## src/rtl/id_stage_pipe.sv

```systemverilog
`default_nettype none
// ============================================================================
// Module   : id_stage_pipe
// Purpose  : Registered MIPS decode stage (logic/shift/HI-LO/imm-logic subset)
//            with RegFile read, EX/MEM bypass, hazard stall and valid/ready out.
// Config   : define ID_FORWARD_EN to enable EX/MEM operand forwarding.
// Revision : 1.0 - initial release
// ============================================================================
module id_stage_pipe #(
    parameter int WORD_WIDTH      = 32,
    parameter int REG_ADDR_WIDTH  = 5,
    parameter int EX_OP_WIDTH     = 8,
    parameter int STALL_CNT_WIDTH = 16
) (
    input  logic                       clk,
    input  logic                       rst,
    input  logic                       i_valid,
    output logic                       o_ready,
    input  logic [31:0]                i_pc,
    input  logic [31:0]                i_inst,
    input  logic                       i_flush,
    output logic [REG_ADDR_WIDTH-1:0]  o_readAddrLeft,
    output logic [REG_ADDR_WIDTH-1:0]  o_readAddrRight,
    output logic                       o_readEnableLeft,
    output logic                       o_readEnableRight,
    input  logic [WORD_WIDTH-1:0]      i_readValueLeft,
    input  logic [WORD_WIDTH-1:0]      i_readValueRight,
    input  logic                       i_exWriteEnable,
    input  logic [REG_ADDR_WIDTH-1:0]  i_exDest,
    input  logic [WORD_WIDTH-1:0]      i_exValue,
    input  logic                       i_exIsLoad,
    input  logic                       i_memWriteEnable,
    input  logic [REG_ADDR_WIDTH-1:0]  i_memDest,
    input  logic [WORD_WIDTH-1:0]      i_memValue,
    output logic                       o_valid,
    input  logic                       i_ready,
    output logic [31:0]                o_pc,
    output logic [EX_OP_WIDTH-1:0]     o_exop,
    output logic [REG_ADDR_WIDTH-1:0]  o_dest,
    output logic [WORD_WIDTH-1:0]      o_srcLeft,
    output logic [WORD_WIDTH-1:0]      o_srcRight,
    output logic [STALL_CNT_WIDTH-1:0] o_stallCount
);

    // Op code = {class[2:0], operation[4:0]}, zero-extended to EX_OP_WIDTH.
    localparam logic [7:0] c_OP_NOP  = {3'd0, 5'd0};
    localparam logic [7:0] c_OP_AND  = {3'd1, 5'd1};
    localparam logic [7:0] c_OP_OR   = {3'd1, 5'd2};
    localparam logic [7:0] c_OP_XOR  = {3'd1, 5'd3};
    localparam logic [7:0] c_OP_NOR  = {3'd1, 5'd4};
    localparam logic [7:0] c_OP_LUI  = {3'd1, 5'd5};
    localparam logic [7:0] c_OP_SLL  = {3'd2, 5'd1};
    localparam logic [7:0] c_OP_SRL  = {3'd2, 5'd2};
    localparam logic [7:0] c_OP_SRA  = {3'd2, 5'd3};
    localparam logic [7:0] c_OP_MFHI = {3'd3, 5'd1};
    localparam logic [7:0] c_OP_MFLO = {3'd3, 5'd2};
    localparam logic [7:0] c_OP_MTHI = {3'd3, 5'd3};
    localparam logic [7:0] c_OP_MTLO = {3'd3, 5'd4};
    localparam logic [REG_ADDR_WIDTH-1:0] c_REG_ZERO = '0;

    logic [5:0]                w_opcode;
    logic [5:0]                w_funct;
    logic [REG_ADDR_WIDTH-1:0] w_rs;
    logic [REG_ADDR_WIDTH-1:0] w_rt;
    logic [REG_ADDR_WIDTH-1:0] w_rd;
    logic [WORD_WIDTH-1:0]     w_shamt;
    logic [WORD_WIDTH-1:0]     w_imm;

    assign w_opcode = i_inst[31:26];
    assign w_funct  = i_inst[5:0];
    assign w_rs     = REG_ADDR_WIDTH'(i_inst[25:21]);
    assign w_rt     = REG_ADDR_WIDTH'(i_inst[20:16]);
    assign w_rd     = REG_ADDR_WIDTH'(i_inst[15:11]);
    assign w_shamt  = WORD_WIDTH'(i_inst[10:6]);
    assign w_imm    = WORD_WIDTH'(i_inst[15:0]);

    logic [7:0]                w_op;
    logic [REG_ADDR_WIDTH-1:0] w_dest;
    logic                      w_enL;
    logic                      w_enR;
    logic [WORD_WIDTH-1:0]     w_immL;
    logic [WORD_WIDTH-1:0]     w_immR;

    always_comb begin
        w_op   = c_OP_NOP;
        w_dest = c_REG_ZERO;
        w_enL  = 1'b0;
        w_enR  = 1'b0;
        w_immL = '0;
        w_immR = '0;
        case (w_opcode)
            6'h00: begin
                case (w_funct)
                    6'h00, 6'h02, 6'h03: begin
                        w_enR  = 1'b1;
                        w_immL = w_shamt;
                        w_dest = w_rd;
                        w_op   = (w_funct == 6'h00) ? c_OP_SLL :
                                 (w_funct == 6'h02) ? c_OP_SRL : c_OP_SRA;
                    end
                    6'h04, 6'h06, 6'h07: begin
                        w_enL  = 1'b1;
                        w_enR  = 1'b1;
                        w_dest = w_rd;
                        w_op   = (w_funct == 6'h04) ? c_OP_SLL :
                                 (w_funct == 6'h06) ? c_OP_SRL : c_OP_SRA;
                    end
                    6'h10, 6'h12: begin
                        w_dest = w_rd;
                        w_op   = (w_funct == 6'h10) ? c_OP_MFHI : c_OP_MFLO;
                    end
                    6'h11, 6'h13: begin
                        w_enL = 1'b1;
                        w_op  = (w_funct == 6'h11) ? c_OP_MTHI : c_OP_MTLO;
                    end
                    6'h24, 6'h25, 6'h26, 6'h27: begin
                        w_enL  = 1'b1;
                        w_enR  = 1'b1;
                        w_dest = w_rd;
                        w_op   = (w_funct == 6'h24) ? c_OP_AND :
                                 (w_funct == 6'h25) ? c_OP_OR  :
                                 (w_funct == 6'h26) ? c_OP_XOR : c_OP_NOR;
                    end
                    default: ;
                endcase
            end
            6'h0C, 6'h0D, 6'h0E, 6'h0F: begin
                w_enL  = 1'b1;
                w_immR = w_imm;
                w_dest = w_rt;
                w_op   = (w_opcode == 6'h0C) ? c_OP_AND :
                         (w_opcode == 6'h0D) ? c_OP_OR  :
                         (w_opcode == 6'h0E) ? c_OP_XOR : c_OP_LUI;
            end
            default: ;
        endcase
    end

    logic                  w_hazL;
    logic                  w_hazR;
    logic [WORD_WIDTH-1:0] w_valL;
    logic [WORD_WIDTH-1:0] w_valR;

`ifdef ID_FORWARD_EN
    logic w_exL, w_exR, w_memL, w_memR;

    assign w_exL  = i_exWriteEnable  && (i_exDest  == w_rs) && (w_rs != c_REG_ZERO);
    assign w_exR  = i_exWriteEnable  && (i_exDest  == w_rt) && (w_rt != c_REG_ZERO);
    assign w_memL = i_memWriteEnable && (i_memDest == w_rs) && (w_rs != c_REG_ZERO);
    assign w_memR = i_memWriteEnable && (i_memDest == w_rt) && (w_rt != c_REG_ZERO);

    // A load in EX has no result yet, so it can neither be bypassed nor skipped.
    assign w_hazL = w_enL && w_exL && i_exIsLoad;
    assign w_hazR = w_enR && w_exR && i_exIsLoad;
    assign w_valL = (w_exL && !i_exIsLoad) ? i_exValue :
                    w_memL                 ? i_memValue : i_readValueLeft;
    assign w_valR = (w_exR && !i_exIsLoad) ? i_exValue :
                    w_memR                 ? i_memValue : i_readValueRight;
`else
    logic w_unused;

    assign w_unused = ^{i_exValue, i_memValue, i_exIsLoad};
    assign w_hazL = w_enL && (w_rs != c_REG_ZERO) &&
                    ((i_exWriteEnable && (i_exDest == w_rs)) ||
                     (i_memWriteEnable && (i_memDest == w_rs)));
    assign w_hazR = w_enR && (w_rt != c_REG_ZERO) &&
                    ((i_exWriteEnable && (i_exDest == w_rt)) ||
                     (i_memWriteEnable && (i_memDest == w_rt)));
    assign w_valL = i_readValueLeft;
    assign w_valR = i_readValueRight;
`endif

    logic w_hazard;
    logic w_out_free;
    logic w_take;

    assign w_hazard   = w_hazL || w_hazR;
    assign w_out_free = !o_valid || i_ready;
    assign w_take     = i_valid && !w_hazard;
    assign o_ready    = i_flush || (w_out_free && !w_hazard);

    assign o_readAddrLeft    = w_rs;
    assign o_readAddrRight   = w_rt;
    assign o_readEnableLeft  = w_enL;
    assign o_readEnableRight = w_enR;

    always_ff @(posedge clk or posedge rst) begin
        if (rst) begin
            o_valid      <= 1'b0;
            o_pc         <= '0;
            o_exop       <= EX_OP_WIDTH'(c_OP_NOP);
            o_dest       <= c_REG_ZERO;
            o_srcLeft    <= '0;
            o_srcRight   <= '0;
            o_stallCount <= '0;
        end else begin
            if (i_valid && w_hazard && !i_flush && (o_stallCount != '1)) begin
                o_stallCount <= o_stallCount + 1'b1;
            end
            if (i_flush) begin
                o_valid <= 1'b0;
            end else if (w_out_free) begin
                o_valid <= w_take;
                if (w_take) begin
                    o_pc       <= i_pc;
                    o_exop     <= EX_OP_WIDTH'(w_op);
                    o_dest     <= w_dest;
                    o_srcLeft  <= w_enL ? w_valL : w_immL;
                    o_srcRight <= w_enR ? w_valR : w_immR;
                end
            end
        end
    end

endmodule
`default_nettype wire
```

## config.mk

```make
export PLATFORM = sky130hd
export DESIGN_NAME = id_stage_pipe
export DESIGN_NICKNAME = d
export VERILOG_FILES = /design/src/rtl/id_stage_pipe.sv
export SDC_FILE = /design/constraint.sdc
export NUM_CORES = 1
export LEC_CHECK = 0
export CAP_MARGIN = 15
export CORE_AREA = 2 2 137 139
export DETAILED_ROUTE_END_ITERATION = 8
export DIE_AREA = 0 0 139 141
export PLACE_DENSITY = 0.79
export SETUP_SLACK_MARGIN = 0.2
export SLEW_MARGIN = 25
export SYNTH_ARGS = -nofsm -noshare
export SYNTH_HDL_FRONTEND = slang
export SYNTH_SLANG_ARGS = --single-unit
export TNS_END_PERCENT = 5
```

## constraint.sdc

```tcl
create_clock -name clk -period 6.2 [get_ports clk]
set_input_delay 0.62 -clock clk [delete_from_list [all_inputs] [get_ports clk]]
set_output_delay 0.62 -clock clk [all_outputs]
set_load 0.01 [all_outputs]
```

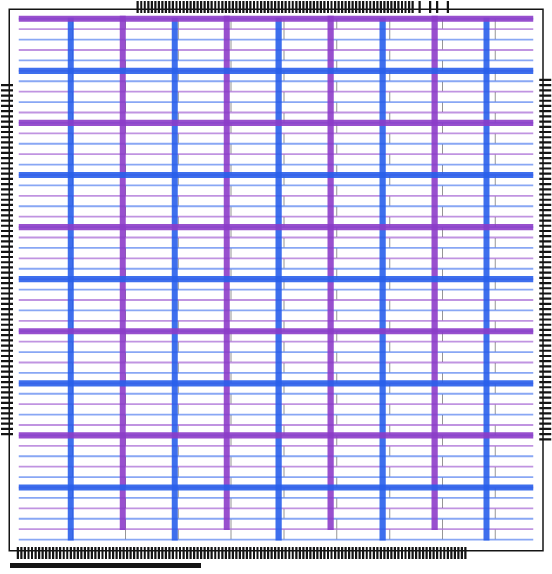
(floorplan with the power grid)
The bar under the picture is 50 um long. Pins as bars on the die edge. Tap cells in grey.
blue -> VSS
purple -> VDD
tap cells = 234
rows = 50
met4 straps = 9
met5 straps = 10
signal pins = 349

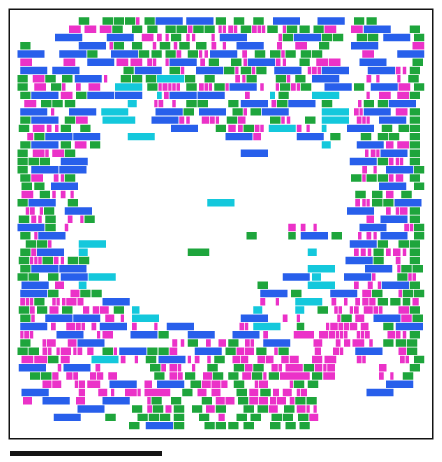
(cells coloured by class)
The bar under the picture is 50 um long.
blue -> flip-flops  # cells 123, share of their area 35%
magenta -> all other logic  # cells 390, share of their area 27%
green -> other buffers and delay cells  # cells 284, share of their area 32%
cyan -> clock drivers and dummy loads  # cells 30, share of their area 6.2%
Core ar.: 18270 um^2
Site Rows: 50
Design Area, Final: 9121 um^2
Seq area share: 33.74%
Layout Utilization: 49.93%

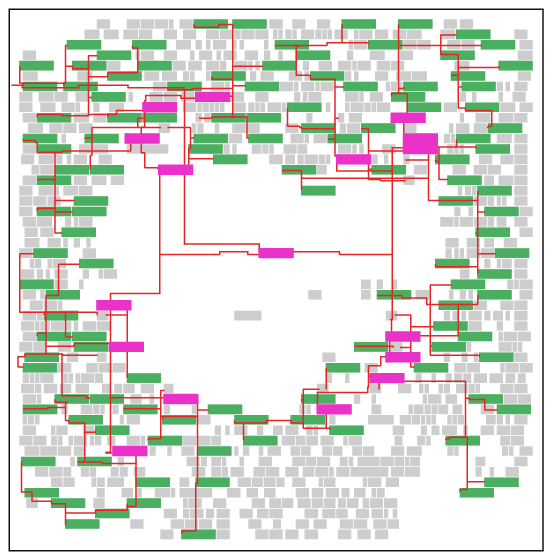
(routed clock nets over the placement)
red -> clock wires  # length 1820 um
green -> flip-flops  # count 123
magenta -> cells driving clock nets  # count 17
routed clock nets = 18
Clock power frac: 42.9%
skew final: 0.007386 ns
Latency at later pin: 0.41 ns
P_clk: 0.930 mW

==> out/qor.txt <==
Status = finished clean
OpenROAD warning count = 93
Number of global-route vias before repair = 5055
CP Depth = 5
Antenna violations before repair = 1
Async S/R FF share, synth = 100.0%
CTS buffer count = 17
Total track usage = 17.37%
Final setup violation count = 0
Syn avg cell area = 10.15 um^2
Clock buf count = 17
Worst vdd ir = 171.0 uV
Crit path max fanout = 33
Reg2Reg Setup Slack = 3.81 ns
Biggest cell delay along the critical path = 0.74 ns
Reg clk slew, reported paths = 0.06 ns
Setup total negative slack = 0 ns
Worst Path Buf+Inv = 2
Grt ovf = 0
Biggest Area Class = flip-flops and latches
Tapcell Cnt = 234
Reg2Reg Depth = 4
FF+latch area = 3078 um^2
Crit Path Class = input pin to primary output
Die height = 141 um
N_diodes = 0
Worst rel slew slack = 24.47%
PostCTS Resize Cnt = 0
Critical R2R Launch = o_valid$_DFFE_PP0P_
Cell family with most CP delay = simple AND/OR/NAND/NOR gates
Flip-flops with a built-in enable = 0
Clock Tree Buf Depth = 2
Post-Syn Area = 5653 um^2
Post-synth regs = 123
CTS tree = yes
Hold Path Stages = 2
Drt wl/cell = 15.99 um
Max frequency = 257.8 MHz
Post-Synthesis Cells = 557
Max Transition Viols Final = 0
Layout fillers = 1693
H-Tree Depth = 4
Worst setup slack after layout = 2.321 ns
CP endpoint = o_readEnableRight
Yosys cell count = 557
DP Worst Slack = 1.977 ns
Largest area contributor in the netlist = dfrtp_1
Regs by FF count = o_pc: 32 flops, o_srcLeft: 32 flops, o_srcRight: 32 flops
Io pins = 349
Synth Warn # = 0
Dominant logic cell type in the layout = clkdlybuf4s50_1
Maxcap violations = 0
Dominant flop cell = dfrtp_1
First-pass GRT wire length = 27.02 mm
Hold Path Origin = o_srcRight[18]$_DFFE_PP0P_
Tightest Pin Transition = 1.124 ns
Worst hold endpoint = o_srcRight[18]$_DFFE_PP0P_
Worst min path class = flop to flop
Final clock-cell share = 5.995%
Worst setup startpoint = i_inst[5]
CP required = 5.58 ns
Tmin final = 3.879 ns
Commonest cells post-synth = 130 x nand2_1, 123 x dfrtp_1, 74 x o21ai_0
IO buf count = 280
Reg2reg end = o_pc[7]$_DFFE_PP0P_
Comb/total area = 25.62%
Plain + repair buffers = 284
Fin cells = 1061
CTS sink cnt = 123
Pwr Density = 237.6 nW/um^2
Endpoints failing hold = 0
Post-synthesis chip area from yosys = 5653 um^2
Logic area = 2337 um^2
WHS = 0.4732 ns
Vias per std cell = 4.677
Width of the chip = 139 um
Final ANT Viol Nets = 0
Most frequent CP cell = clkdlybuf4s50_1
CP Capture Type = primary output
CTS Hold Bufs = 0
Cell total after placement = 1031
where the power goes:
| group | switching, mW | internal [mW] | total (mW) |
|---|---|---|---|
| clock network | 0.380 | 0.550 | 0.930 |
| logic | 0.143 | 0.217 | 0.361 |
| registers | 0.0253 | 0.852 | 0.877 |
| total | 0.548 | 1.62 | 2.17 |
per-layer routing:
metal	GRT usage [%]	share of wire, %	up-vias	wire, um
met4	6.805	2.2	2	367
li1	-	-	2412	-
met2	28.21	48	210	8213
met3	6.352	8.8	28	1498
met1	21.16	40	2310	6869
met5	0	0.077	-	13
cells by family after synthesis:
kind of cell	share of synthesized area, %
compound gates	13.13
xor+xnor	5.578
fa+ha+maj	0.2213
buf+inv	4.493
flops	54.45
mux	6.574
other cells	0.06634
simple gates	15.49
Power and IR drop assume default switching activity.
